Fig. 1: run 1, met1 routing
Drawn at 2 px/um.
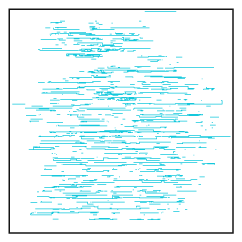
Fig. 2: run 1, layout detail
Window x 71 to 96, y 71 to 96 um. Cells in gray, sequential cells in the stronger gray; small squares are vias.
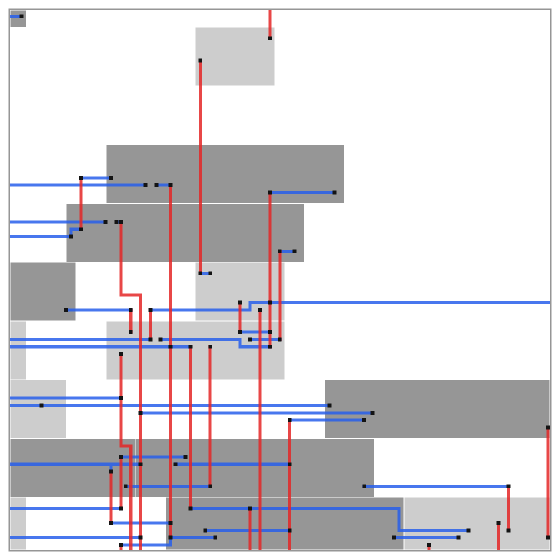
Fig. 3: run 1, routing congestion map
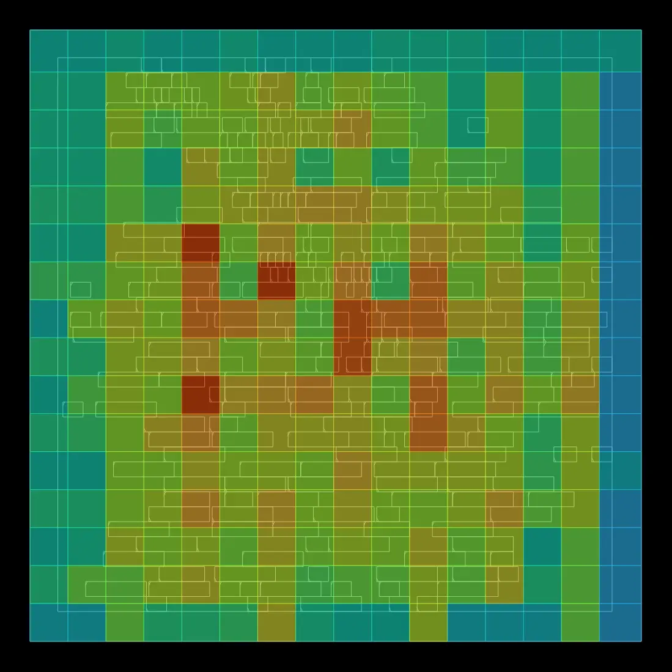
Fig. 4: run 1, gate-type map
Drawn at 2 px/um.
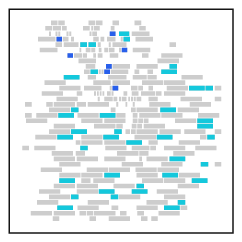
## src/rtl/fir_pkg.sv

```systemverilog
// Shared definitions for the FIR output path: sample width, sample type and
// default decimator/FIFO sizing.
package fir_pkg;

    localparam int unsigned FIR_OUT_W = 11;
    localparam int unsigned DECIM_DEF = 2;
    localparam int unsigned DEPTH_DEF = 8;

    typedef logic signed [FIR_OUT_W-1:0] fir_sample_t;

endpackage

```

## src/rtl/sync_fifo.sv

```systemverilog
// Generic single-clock FIFO with separate occupancy count; a push into a full
// FIFO is accepted only when a pop happens in the same cycle.
module sync_fifo #(
    parameter int unsigned DATA_W = 11,
    parameter int unsigned DEPTH  = 8,
    localparam int unsigned AW    = (DEPTH > 1) ? $clog2(DEPTH) : 1,
    localparam int unsigned CW    = $clog2(DEPTH + 1)
) (
    input  logic              clk,
    input  logic              rst,
    input  logic              push,
    input  logic              pop,
    input  logic [DATA_W-1:0] wdata,
    output logic [DATA_W-1:0] rdata,
    output logic [CW-1:0]     count,
    output logic              full,
    output logic              empty
);

    logic [DATA_W-1:0] mem [DEPTH];
    logic [AW-1:0]     wptr;
    logic [AW-1:0]     rptr;
    logic [CW-1:0]     cnt;
    logic              push_ok;
    logic              pop_ok;

    assign empty   = (cnt == '0);
    assign full    = (cnt == CW'(DEPTH));
    assign pop_ok  = pop && !empty;
    assign push_ok = push && (!full || pop_ok);
    assign rdata   = mem[rptr];
    assign count   = cnt;

    // Storage is intentionally left unreset.
    always_ff @(posedge clk) begin
        if (push_ok) begin
            mem[wptr] <= wdata;
        end
    end

    always_ff @(posedge clk or posedge rst) begin
        if (rst) begin
            wptr <= '0;
            rptr <= '0;
            cnt  <= '0;
        end else begin
            if (push_ok) begin
                wptr <= wptr + AW'(1);
            end
            if (pop_ok) begin
                rptr <= rptr + AW'(1);
            end
            unique case ({push_ok, pop_ok})
                2'b10:   cnt <= cnt + CW'(1);
                2'b01:   cnt <= cnt - CW'(1);
                default: cnt <= cnt;
            endcase
        end
    end

endmodule

```

## src/rtl/fir_decim_fifo.sv

```systemverilog
// Keeps one of every DECIM qualified filter samples and buffers the kept ones
// for a stallable consumer; a dropped sample raises a sticky overflow flag.
module fir_decim_fifo
    import fir_pkg::*;
#(
    parameter int unsigned DECIM  = DECIM_DEF,
    parameter int unsigned DEPTH  = DEPTH_DEF,
    parameter int unsigned DATA_W = FIR_OUT_W,
    localparam int unsigned CW    = $clog2(DEPTH + 1)
) (
    input  logic                     clk,
    input  logic                     rst,
    input  logic signed [DATA_W-1:0] din,
    input  logic                     din_en,
    output logic signed [DATA_W-1:0] dout,
    output logic                     dout_valid,
    input  logic                     dout_ready,
    output logic [CW-1:0]            count,
    output logic                     ovf,
    input  logic                     ovf_clr
);

    localparam int unsigned PW = (DECIM > 1) ? $clog2(DECIM) : 1;

    logic [PW-1:0]     phase;
    logic [PW-1:0]     phase_nxt;
    logic              push_req;
    logic              pop;
    logic              drop;
    logic              full;
    logic              empty;
    logic              ovf_nxt;
    logic [DATA_W-1:0] rdata;

    assign push_req   = din_en && (phase == '0);
    assign dout_valid = !empty;
    assign pop        = dout_valid && dout_ready;
    assign drop       = push_req && full && !pop;
    assign dout       = rdata;

    always_comb begin
        phase_nxt = phase;
        if (din_en) begin
            phase_nxt = (phase == PW'(DECIM - 1)) ? '0 : phase + PW'(1);
        end
    end

    // A drop in the same cycle as a clear leaves the flag set.
    always_comb begin
        ovf_nxt = ovf;
        if (drop) begin
            ovf_nxt = 1'b1;
        end else if (ovf_clr) begin
            ovf_nxt = 1'b0;
        end
    end

    always_ff @(posedge clk or posedge rst) begin
        if (rst) begin
            phase <= '0;
            ovf   <= 1'b0;
        end else begin
            phase <= phase_nxt;
            ovf   <= ovf_nxt;
        end
    end

    sync_fifo #(
        .DATA_W (DATA_W),
        .DEPTH  (DEPTH)
    ) u_fifo (
        .clk   (clk),
        .rst   (rst),
        .push  (push_req),
        .pop   (pop),
        .wdata (din),
        .rdata (rdata),
        .count (count),
        .full  (full),
        .empty (empty)
    );

endmodule
```

## config.mk

```make
export PLATFORM = sky130hd
export DESIGN_NAME = fir_decim_fifo
export DESIGN_NICKNAME = d
export VERILOG_FILES = /design/src/rtl/fir_pkg.sv /design/src/rtl/sync_fifo.sv /design/src/rtl/fir_decim_fifo.sv
export SDC_FILE = /design/constraint.sdc
export NUM_CORES = 1
export LEC_CHECK = 0
export CAP_MARGIN = 10
export CORE_MARGIN = 5
export CORE_UTILIZATION = 40
export CTS_CLUSTER_SIZE = 8
export DETAILED_ROUTE_END_ITERATION = 16
export GPL_ROUTABILITY_DRIVEN = 0
export PLACE_DENSITY = 0.61
export SETUP_SLACK_MARGIN = 0.3
export SLEW_MARGIN = 20
export SYNTH_ARGS = -nofsm -noshare
export SYNTH_HDL_FRONTEND = slang
export SYNTH_HIERARCHICAL = 1
export SYNTH_SLANG_ARGS = --single-unit
```

## constraint.sdc

```tcl
create_clock -name clk -period 3.5 [get_ports clk]
set_input_delay 0.875 -clock clk [delete_from_list [all_inputs] [get_ports clk]]
set_output_delay 0.875 -clock clk [all_outputs]
set_load 0.005 [all_outputs]
```

==> impl_metrics.py, run 1 <==
# Synthesis and PnR figures
metrics = {
    "outcome": {
        "status": "complete, no violations",
    },
    "sta": {
        "tightest_slew_ns": 0.7155,
        "setup_tns_ns": 0,
        "relSlewSlack_pct": 52.30,
        "maxSlewViolCount": 0,
        "fin_hold_ws_ns": 0.4909,
        "max_freq_mhz": 322.5,
        "hold_viol": 0,
        "finalClockPeriodUsage_pct": 88.60,
        "rsz0062_at_grt": "false",
        "finalSetupViolCount": 0,
        "min_period_ns": 3.101,
        "fin_ws_ns": 0.3988,
        "fin_skew_ns": 0.009742,
    },
    "run": {
        "drv_cap": 0,
        "warning_count": 26,
    },
    "logic_synthesis": {
        "syn-num-nets": 230,
        "postSynthCellCount": 209,
        "yosysTopAreaCell": "edfxtp_1",
        "synth-edff-count": 88,
        "ys_top_cells_by_count": "edfxtp_1, mux4_2, mux2_2",
        "top_area_share_pct": 64.59,
        "ys_warn_count": 6,
        "synth_dominant_cell_count": "edfxtp_1",
        "synth_flops": 100,
        "ff_type": "edfxtp_1",
        "ys_types": 31,
        "ys_seq_share_pct": 71.93,
        "area_leaders": "edfxtp_1, mux4_2, dfrtp_1",
        "syn_area_um2": 4091,
        "ys_area_um2": 4091,
        "synth_area_per_cell_um2": 19.58,
        "synth_async_sr_flop_share_pct": 12.00,
        "yosys-stat-cells": 209,
    },
    "critical_path": {
        "reg2reg_from": "u_fifo/count[0]",
        "rrSetupSlack_ns": 0.73,
        "start_kind": "flop",
        "reg2reg_depth": 11,
        "arrival_ns": 2.23,
        "critPathRequiredTime_ns": 2.62,
        "cp.depth": 4,
        "crit_path_end_kind": "output port",
        "r2r-end": "u_fifo/count[3]",
        "critPathMaxFanout": 12,
        "crit_type": "reg -> out",
        "critPathSlowestCell": "mux4_2",
        "cpPeakStageDelay_ns": 0.51,
        "path_buffers": 2,
        "crit_family": "multiplexers",
        "path_cells": "clkbuf_16 > mux4_2 > mux2_2 > clkdlybuf4s50_1",
    },
    "placed_design": {
        "numPortBuffers": 32,
        "dpl-instance-area_um2": 4697,
        "pre_cts_slack_ns": 0.3474,
        "dpl.cell_count": 387,
        "dpl.hpwl_um": 4577,
    },
    "die": {
        "coreArea_um2": 10140,
        "chipHeight_um": 111.1,
        "io_pins": 33,
        "num_rows": 37,
        "fp.dieW_um": 111.1,
        "initCoreUtil_pct": 40.36,
        "dieArea_um2": 12350,
    },
    "pwr": {
        "leakage_nw": 1.675,
        "finalPower_mw": 3.684,
        "cellPowerDensity_nw_per_um2": 751.3,
        "ir_drop_uv": 280.9,
    },
    "worst_hold_path": {
        "min_from": "phase",
        "hold_depth": 1,
        "hp-class": "reg -> reg",
        "hold_end": "phase",
    },
    "clock_network": {
        "htree_num_levels": 3,
        "clk_pin_slew_ns": 0.09,
        "cts_buffers": 9,
        "ctsRootBufferMaster": "clkbuf_8",
        "clk_latency_ns": 0.36,
        "clockBufferDepth": 2,
        "tritoncts": "done",
        "clock-sinks": 100,
    },
    "finish": {
        "drive_above_1_share_pct": 30.60,
        "num_antenna_cells": 0,
        "area_growth_syn_to_layout_pct": 19.85,
        "lay_top_cells": "edfxtp_1, clkdlybuf4s50_1, mux4_2",
        "final_area_um2": 4903,
        "final_nets": 284,
        "fill_cells": 849,
    },
    "grt": {
        "grt_pass1_wl_um": 11440,
        "overflow": 0,
        "grt_max_degree": 25,
        "antenna_found_initial": 0,
        "globalRouteTotalUtil_pct": 12.37,
        "grt_pass1_vias": 2051,
    },
    "route": {
        "drtAntennaViolNets": 0,
        "drt-vias-per-instance": 4.822,
        "drt_iter0_markers": 105,
        "drc": 0,
        "dr.pass1.iters": 4,
    },
}
-- Fig. 1 (at the start) --
The wires run mostly horizontal. 264 nets have wire on it.
Routed Wire Length: 7185 um
met1 usage in global routing: 17.02%
routed via count: 1948

-- Fig. 2 (at the start) --
Key: met2 = red; met1 = blue
Netlist names of flops here include `u_fifo/mem` (6). 11 logic cells have their middle in the window. Sequential cells in the window: 6. Most frequent: edfxtp_1 (6), mux4_2 (2).

-- Fig. 3 (at the start) --
Final Core Density: 48.36%
DR WL/cell: 17.78 um
met3 Use GR: 2.675%
GR Util met2: 19.05%

-- Fig. 4 (at the start) --
Key: XOR/XNOR gates = blue [cells 7, where top middle]; multiplexers = cyan [cells 38, where spread over the die]
logic share of the area: 21.82%
Post-Layout Cell Count: 404
most instantiated logic cell after routing: edfxtp_1

run 1: how the worst max path moves through the flow:
stage              startpoint          endpoint  slack [ns]
2_1_floorplan      dout_ready  u_fifo/mem[0][0]        0.65
3_3_place_gp           din_en   u_fifo/count[3]        0.38
3_5_place_dp           din_en   u_fifo/count[3]        0.35
4_1_cts        u_fifo/rptr[0]          dout[10]        0.32
5_1_grt        u_fifo/rptr[0]           dout[1]        0.32
6_report       u_fifo/rptr[0]           dout[6]        0.40
run 1: power breakdown:
part	switching, mW	internal (mW)
combinational	0.563	0.847
clock	0.404	0.269
sequential	0.134	1.47
run 1: what timing repair did:
action,4_1_cts,5_1_grt
resized,0,1
buffers inserted,0,0
hold buffers,0,0
endpoints found under the setup margin,0,5
run 1: cells by family after synthesis:
family                     count (synthesis)  share of synthesized area [%]
xor gates and xnor gates                   7                          1.499
and+or+nand+nor                           34                          4.159
DFF                                      100                          71.93
muxes                                     38                          16.54
buffers and inverters                     17                          2.171
AOI/OAI and AO/OA                          8                          1.988
adders and majority gates                  5                          1.713
run 1: registers in the layout (all words and copies together), names as in the netlist:
signal	flops
u_fifo/mem	88
u_fifo/wptr	3
ovf	1
u_fifo/rptr	3
u_fifo/count	4
phase	1
run 1: per-layer routing:
| metal | wire length, um | part of all wire, % | GRT usage [%] |
|---|---|---|---|
| met1 | 3387 | 47 | 17.02 |
| met2 | 3489 | 49 | 19.05 |
| met3 | 181 | 2.5 | 2.675 |
| met4 | 127 | 1.8 | 5.353 |
| met5 | 0 | 0 | 0 |
run 1: final cells by class:
class                           count  area, um2  area share [%]
Clock buffer                        9      123.9           2.526
Clock inverter                      7      56.30           1.148
Inverter                            9      33.78          0.6890
Multi-Input combinational cell     92       1070           21.82
Sequential cell                   100       2944           60.04
Tap cell                          136      170.2           3.470
Timing Repair Buffer               51      505.5           10.31
Fig. 5: run 1, sequential cells grouped by signal name
Drawn at 4 px/um. Other sequential cells in the stronger gray, the rest of the logic in the fainter gray.
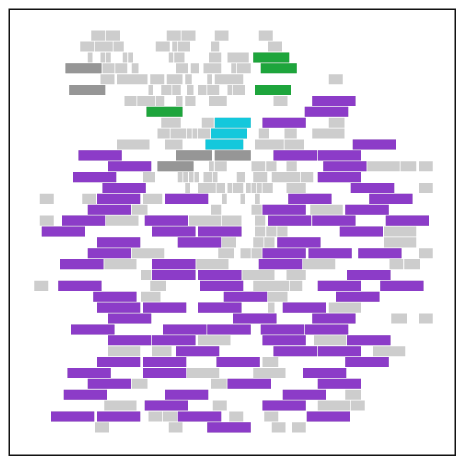

==> inputs of run 2 (changes only) <==
- CORE_MARGIN: 5 -> default
- PLACE_DENSITY: 0.61 -> 0.64
- clock period: 3.5 -> 2.6 ns (I/O delays scaled with it)
Fig. 6: run 2, sequential cells grouped by signal name
Drawn at 4 px/um. Other sequential cells in the stronger gray, the rest of the logic in the fainter gray.
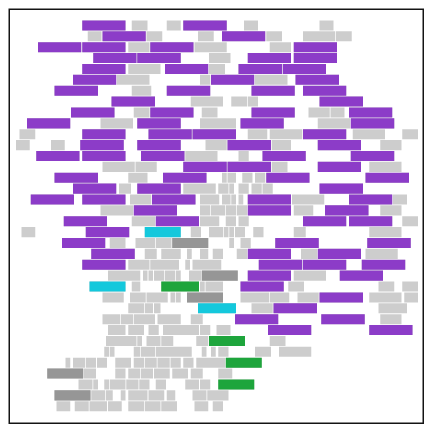
Key: `u_fifo/mem` = purple [sequential cells 88]; `u_fifo/count` = green [sequential cells 4, where bottom middle]; `u_fifo/rptr` = cyan [sequential cells 3]

Fig. 7: run 2, routing congestion map
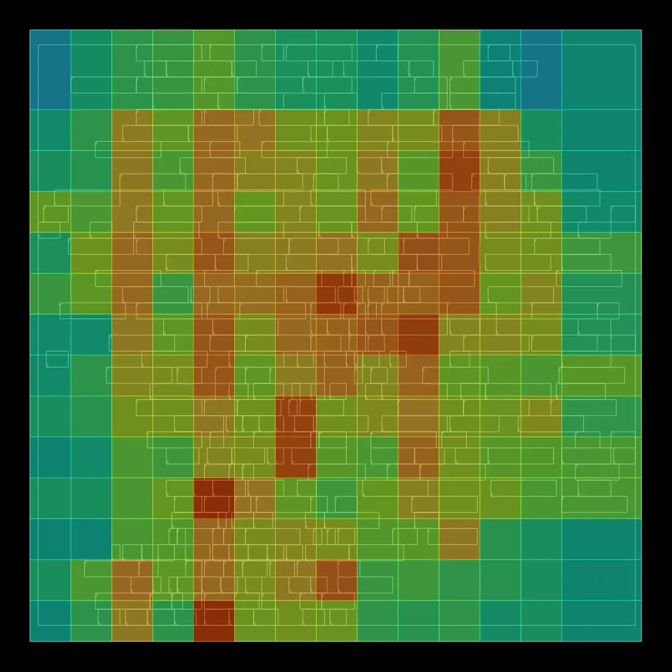
met3 Use GR: 2.644%
GR Util met2: 27.49%
DR WL/cell: 18.12 um

==> impl_metrics.py, run 2 <==
# Synthesis and PnR figures
metrics = {
    "route": {
        "drt-vias-per-instance": 4.920,
        "drc": 0,
        "drtAntennaViolNets": 0,
        "drt_iter0_markers": 100,
        "wirelength_um": 7936,
    },
    "logic_synthesis": {
        "area_leaders": "edfxtp_1, mux4_2, dfrtp_1",
        "synth_area_per_cell_um2": 19.58,
        "ys_area_um2": 4091,
        "ff_type": "edfxtp_1",
        "yosys-stat-cells": 209,
        "postSynthCellCount": 209,
        "top_area_share_pct": 64.59,
        "syn_area_um2": 4091,
        "synth_async_sr_flop_share_pct": 12.00,
        "synth-edff-count": 88,
        "ys_types": 31,
        "syn-num-nets": 230,
        "synth_flops": 100,
        "yosysTopAreaCell": "edfxtp_1",
        "synth_dominant_cell_count": "edfxtp_1",
        "ys_top_cells_by_count": "edfxtp_1, mux4_2, mux2_2",
        "ys_seq_share_pct": 71.93,
        "ys_warn_count": 6,
    },
    "finish": {
        "final_area_um2": 5439,
        "final_nets": 321,
        "area_growth_syn_to_layout_pct": 32.94,
        "lay_top_cells": "edfxtp_1, buf_4, buf_6",
        "max_flop_register": "u_fifo/mem",
        "fill_cells": 742,
        "num_antenna_cells": 0,
        "largest_reg_flops": 88,
        "combGateArea_um2": 1192,
        "drive_above_1_share_pct": 46.56,
        "lay_top_count": "edfxtp_1",
    },
    "grt": {
        "grt_pass1_wl_um": 12540,
        "globalRoute.busiestLayer": "met2",
        "antenna_found_initial": 0,
        "globalRouteTotalUtil_pct": 16.61,
        "grt_pass1_vias": 2274,
        "overflow": 0,
        "grt_max_degree": 25,
        "use_met1_pct": 22.54,
    },
    "clock_network": {
        "htree_num_levels": 3,
        "cts_buffers": 9,
        "clock-sinks": 100,
        "clk_latency_ns": 0.37,
        "clockBufferDepth": 2,
        "hold_buffers": 0,
        "ctsRootBufferMaster": "clkbuf_8",
    },
    "critical_path": {
        "critPathMaxFanout": 4,
        "crit_path_end_kind": "output port",
        "critPathRequiredTime_ns": 1.95,
        "path_cells": "clkbuf_16 > buf_6 > mux4_2 > mux2_4 > buf_6",
        "start_kind": "flop",
        "crit_type": "reg -> out",
        "critPathSlowestCell": "mux4_2",
        "crit_family": "multiplexers",
        "path_buffers": 3,
    },
    "sta": {
        "relSlewSlack_pct": 70.83,
        "min_period_ns": 2.647,
        "tightest_slew_ns": 0.4370,
        "maxSlewViolCount": 0,
        "fin_ws_ns": -0.04746,
        "max_freq_mhz": 377.7,
        "rsz0062_at_grt": "true",
        "finalSetupViolCount": 11,
        "fin_skew_ns": 0.01558,
        "finalClockPeriodUsage_pct": 101.8,
        "setup_tns_ns": -0.2658,
    },
    "pwr": {
        "power_leader": "combinational logic",
        "cellPowerDensity_nw_per_um2": 1083,
        "seq_power_share_pct": 36.2,
        "clockPowerShare_pct": 16.6,
        "netSwitchingPower_mw": 1.785,
        "ir_drop_uv": 492.0,
        "leakage_nw": 1.991,
        "p_clk_mw": 0.979,
        "p_sw_share_pct": 30.29,
    },
    "run": {
        "drv_cap": 0,
        "warning_count": 29,
    },
    "die": {
        "fp.dieW_um": 103.1,
        "io_pins": 33,
        "chipHeight_um": 103.1,
        "dieArea_um2": 10640,
        "coreArea_um2": 9864,
        "num_rows": 36,
    },
    "outcome": {
        "status": "finished, violations left",
        "violations": "negative setup slack",
    },
    "placed_design": {
        "dpl.hpwl_um": 4889,
        "dpl-instance-area_um2": 4802,
        "numPortBuffers": 32,
    },
}
Fig. 8: run 2, gate-type map
Drawn at 3 px/um.
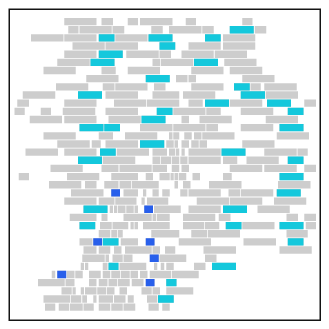
Key: XOR/XNOR gates = blue [cells 7, where bottom middle]; multiplexers = cyan [cells 38, where spread over the die]

==> run 2: cell counts after synthesis <==
Identical to the previous run, type by type.
==> run 2: final cells by class <==
cell class	instances	area share, %
inverter	9	0.6671
multi-input combinational	92	21.92
tap	133	3.060
clock inverter	7	1.472
timing repair buffer	88	16.45
sequential	100	54.15
clock buffer	9	2.277
==> run 2: what timing repair did <==
action,CTS,global route
cloned,1,0
setup endpoints to repair,101,103
pin swaps,7,5
setup buffers,24,2
gates resized,85,19
==> run 2: stage by stage <==
stage | utilization, % | total power [mW] | worst slack, ns | hold WS (ns) | instances
floorplan | - | 3.406 | 0.1455 | 0.3912 | 209
global placement | 48.68 | 4.201 | -0.02943 | 0.4640 | 395
detailed placement | 48.68 | 4.253 | -0.09650 | 0.4639 | 395
CTS | 54.41 | 5.835 | -0.07646 | 0.4657 | 436
global route | 55.14 | 6.221 | -0.09758 | 0.4861 | 438
finish | 55.14 | 5.893 | -0.04746 | 0.4765 | 438
==> run 2: final timing paths <==
kind	from	endpoint	slack (ns)	cells past startpoint
hold reg to reg	phase	phase	0.48	1
setup reg to reg	u_fifo/count[2]	u_fifo/count[3]	0.29	11
setup / recovery	u_fifo/rptr[0]	dout[4]	-0.05	5
max in group asynchronous	rst	u_fifo/rptr[0]	1.64	2
hold / removal	rst	phase	0.48	2
min in group clk	phase	phase	0.48	1
==> run 2: logic make-up after synthesis <==
logic type	after synthesis	share of synthesized area [%]
DFF	100	71.93
muxes	38	16.54
xor gates and xnor gates	7	1.499
adders and majority gates	5	1.713
AOI/OAI and AO/OA	8	1.988
buffers and inverters	17	2.171
and+or+nand+nor	34	4.159
==> run 2: routing by layer <==
layer	vias up	wire [um]
met1	1122	3654
met2	23	4049
met3	10	128
met5	-	0
met4	0	104
li1	1000	-
==> inputs of run 3 (changes only) <==
- SKIP_CTS_REPAIR_TIMING: default -> 1
Fig. 9: run 3, gate-type map
Drawn at 3 px/um.
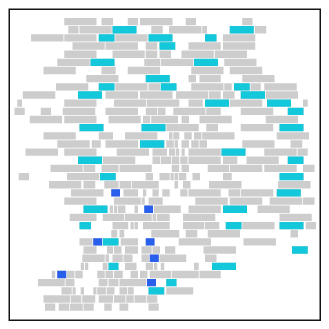
Key: multiplexers = cyan [cells 38, where spread over the die]; XOR/XNOR gates = blue [cells 7, where bottom middle]

Fig. 10: run 3, sequential cells grouped by signal name
Drawn at 4 px/um. Other sequential cells in the stronger gray, the rest of the logic in the fainter gray.
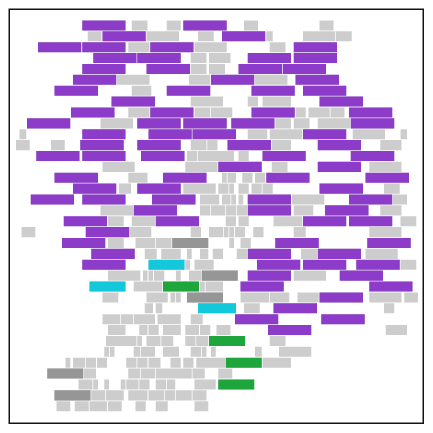
Final Core Density: 54.46%
seq pwr: 2.13 mW
Seq/total area: 54.80%
Reg area: 2944 um2

Fig. 11: run 3, routing congestion map
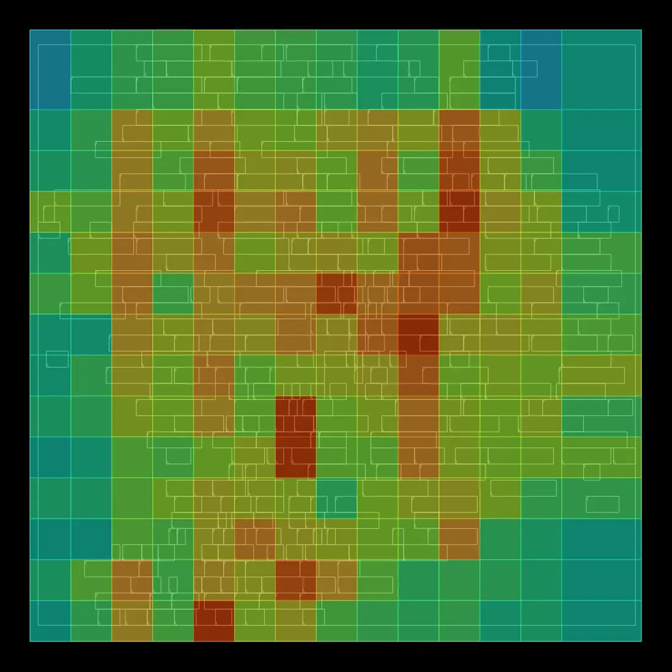
met1 usage in global routing: 21.16%
DR WL/cell: 17.81 um

==> impl_metrics.py, run 3 <==
# Synthesis and PnR figures
metrics = {
    "sta": {
        "fin_hold_ws_ns": 0.4753,
        "setup_tns_ns": -0.5340,
        "maxSlewViolCount": 0,
        "max_freq_mhz": 367.6,
        "tightest_slew_ns": 0.4252,
        "finalClockPeriodUsage_pct": 104.6,
        "rsz0062_at_grt": "true",
        "relSlewSlack_pct": 71.62,
        "fin_skew_ns": 0.01335,
        "hold_viol": 0,
        "fin_ws_ns": -0.1202,
        "finalSetupViolCount": 9,
        "min_period_ns": 2.720,
    },
    "grt": {
        "overflow": 0,
        "globalRouteTotalUtil_pct": 15.49,
        "grt_pass1_vias": 2120,
        "antenna_found_initial": 0,
        "grt_pass1_wl_um": 11740,
        "grt_max_degree": 25,
    },
    "die": {
        "num_rows": 36,
        "io_pins": 33,
        "coreArea_um2": 9864,
        "initCoreUtil_pct": 41.48,
        "fp.dieW_um": 103.1,
        "chipHeight_um": 103.1,
        "dieArea_um2": 10640,
    },
    "finish": {
        "num_antenna_cells": 0,
        "final_nets": 319,
        "largest_reg_flops": 88,
        "final_cells": 436,
        "lay_top_count": "edfxtp_1",
        "lay_top_cells": "edfxtp_1, buf_4, mux4_2",
        "area_growth_syn_to_layout_pct": 31.31,
        "max_flop_register": "u_fifo/mem",
        "drive_above_1_share_pct": 45.21,
    },
    "pwr": {
        "p_int_mw": 4.034,
        "p_sw_share_pct": 30.26,
        "ir_drop_uv": 460.5,
        "clockPowerShare_pct": 16.9,
        "seq_power_share_pct": 36.8,
        "netSwitchingPower_mw": 1.751,
        "cellPowerDensity_nw_per_um2": 1077,
        "comb_power_share_pct": 46.4,
        "leakage_nw": 1.964,
    },
    "logic_synthesis": {
        "ys_top_cells_by_count": "edfxtp_1, mux4_2, mux2_2",
        "top_area_share_pct": 64.59,
        "postSynthCellCount": 209,
        "synth_area_per_cell_um2": 19.58,
        "yosysTopAreaCell": "edfxtp_1",
        "ys_types": 31,
        "ys_warn_count": 6,
        "synth-edff-count": 88,
        "yosys-stat-cells": 209,
        "synth_flops": 100,
        "syn-num-nets": 230,
        "ys_seq_share_pct": 71.93,
        "area_leaders": "edfxtp_1, mux4_2, dfrtp_1",
        "synth_dominant_cell_count": "edfxtp_1",
        "ff_type": "edfxtp_1",
        "ys_area_um2": 4091,
        "syn_area_um2": 4091,
        "synth_async_sr_flop_share_pct": 12.00,
    },
    "clock_network": {
        "cts_buffers": 9,
        "htree_num_levels": 3,
        "clockBufferDepth": 2,
        "tritoncts": "done",
        "clk_latency_ns": 0.37,
        "clock-sinks": 100,
        "ctsRootBufferMaster": "clkbuf_8",
        "clk_pin_slew_ns": 0.10,
    },
    "critical_path": {
        "crit_type": "reg -> out",
        "path_cells": "buf_6 > buf_12 > buf_6 > mux4_2 > mux2_4 > buf_6",
        "arrival_ns": 2.07,
        "crit_family": "multiplexers",
        "critPathSlowestCell": "mux4_2",
        "crit_path_end_kind": "output port",
        "cp_common_cell": "buf_6",
        "critPathRequiredTime_ns": 1.95,
        "start_kind": "flop",
        "path_buffers": 4,
        "critPathMaxFanout": 7,
        "cpPeakStageDelay_ns": 0.49,
    },
    "route": {
        "dr.pass1.iters": 4,
        "num_vias": 2155,
        "wirelength_um": 7766,
        "drt_iter0_markers": 68,
        "drt-vias-per-instance": 4.943,
        "drtAntennaViolNets": 0,
        "drc": 0,
    },
    "worst_hold_path": {
        "hp-class": "in -> async",
    },
    "placed_design": {
        "numPortBuffers": 32,
        "dpl.hpwl_um": 4889,
        "dpl.cell_count": 395,
    },
    "run": {
        "warning_count": 28,
        "drv_cap": 0,
    },
    "outcome": {
        "status": "finished, violations left",
        "violations": "negative setup slack",
    },
}
==> run 3: cell counts after synthesis <==
No cell type changed its count.
==> run 3: layout make-up <==
cell class              count  area, um2
inverters                   9      36.28
clock buffers               9      123.9
fillers                   762       4492
clock inverters             7      80.08
repair buffers             86      849.6
flip-flops and latches    100       2944
multi-input cells          92       1172
well taps                 133      166.4
==> run 3: power groups by stage <==
stage / logic, mW / clock network (mW) / registers (mW)
after floorplan: 1.28 / 0 / 2.12
after global placement: 2.06 / 0 / 2.15
after detailed placement: 2.10 / 0 / 2.15
after CTS: 2.10 / 1.00 / 2.12
after global routing: 2.90 / 1.07 / 2.15
final: 2.68 / 0.975 / 2.13
==> run 3: final timing paths <==
path / startpoint / endpoint / slack (ns) / cells past startpoint
worst min-delay path: rst / phase / 0.48 / 2
worst max register to register: u_fifo/count[0] / u_fifo/count[3] / 0.22 / 10
max in group asynchronous: rst / u_fifo/rptr[0] / 1.66 / 2
worst min register to register: phase / phase / 0.48 / 1
min in group clk: phase / phase / 0.48 / 1
worst max-delay path: u_fifo/rptr[0] / dout[1] / -0.12 / 6
==> run 3: cells by family after synthesis <==
family	count (synthesis)	synth area share [%]
compound gates	8	1.988
buf+inv	17	2.171
fa+ha+maj	5	1.713
simple gates	34	4.159
xor+xnor	7	1.499
mux	38	16.54
flops	100	71.93
==> run 3: per-stage QoR <==
stage	worst slack [ns]	area, um2	total power [mW]
after floorplan	0.1455	4128	3.406
after global placement	-0.02943	4802	4.201
after detailed placement	-0.09650	4802	4.253
after CTS	-0.3512	5006	5.223
after global routing	-0.1812	5373	6.119
final	-0.1202	5373	5.785
==> run 3: per-layer routing <==
metal	track usage, %	wire [um]	up-vias
met3	2.644	194	13
met4	5.525	153	0
met2	25.18	3841	37
met5	0	0	-
met1	21.16	3577	1111
li1	-	-	994
Power figures rest on the tool's default switching activity, not on a simulated workload.
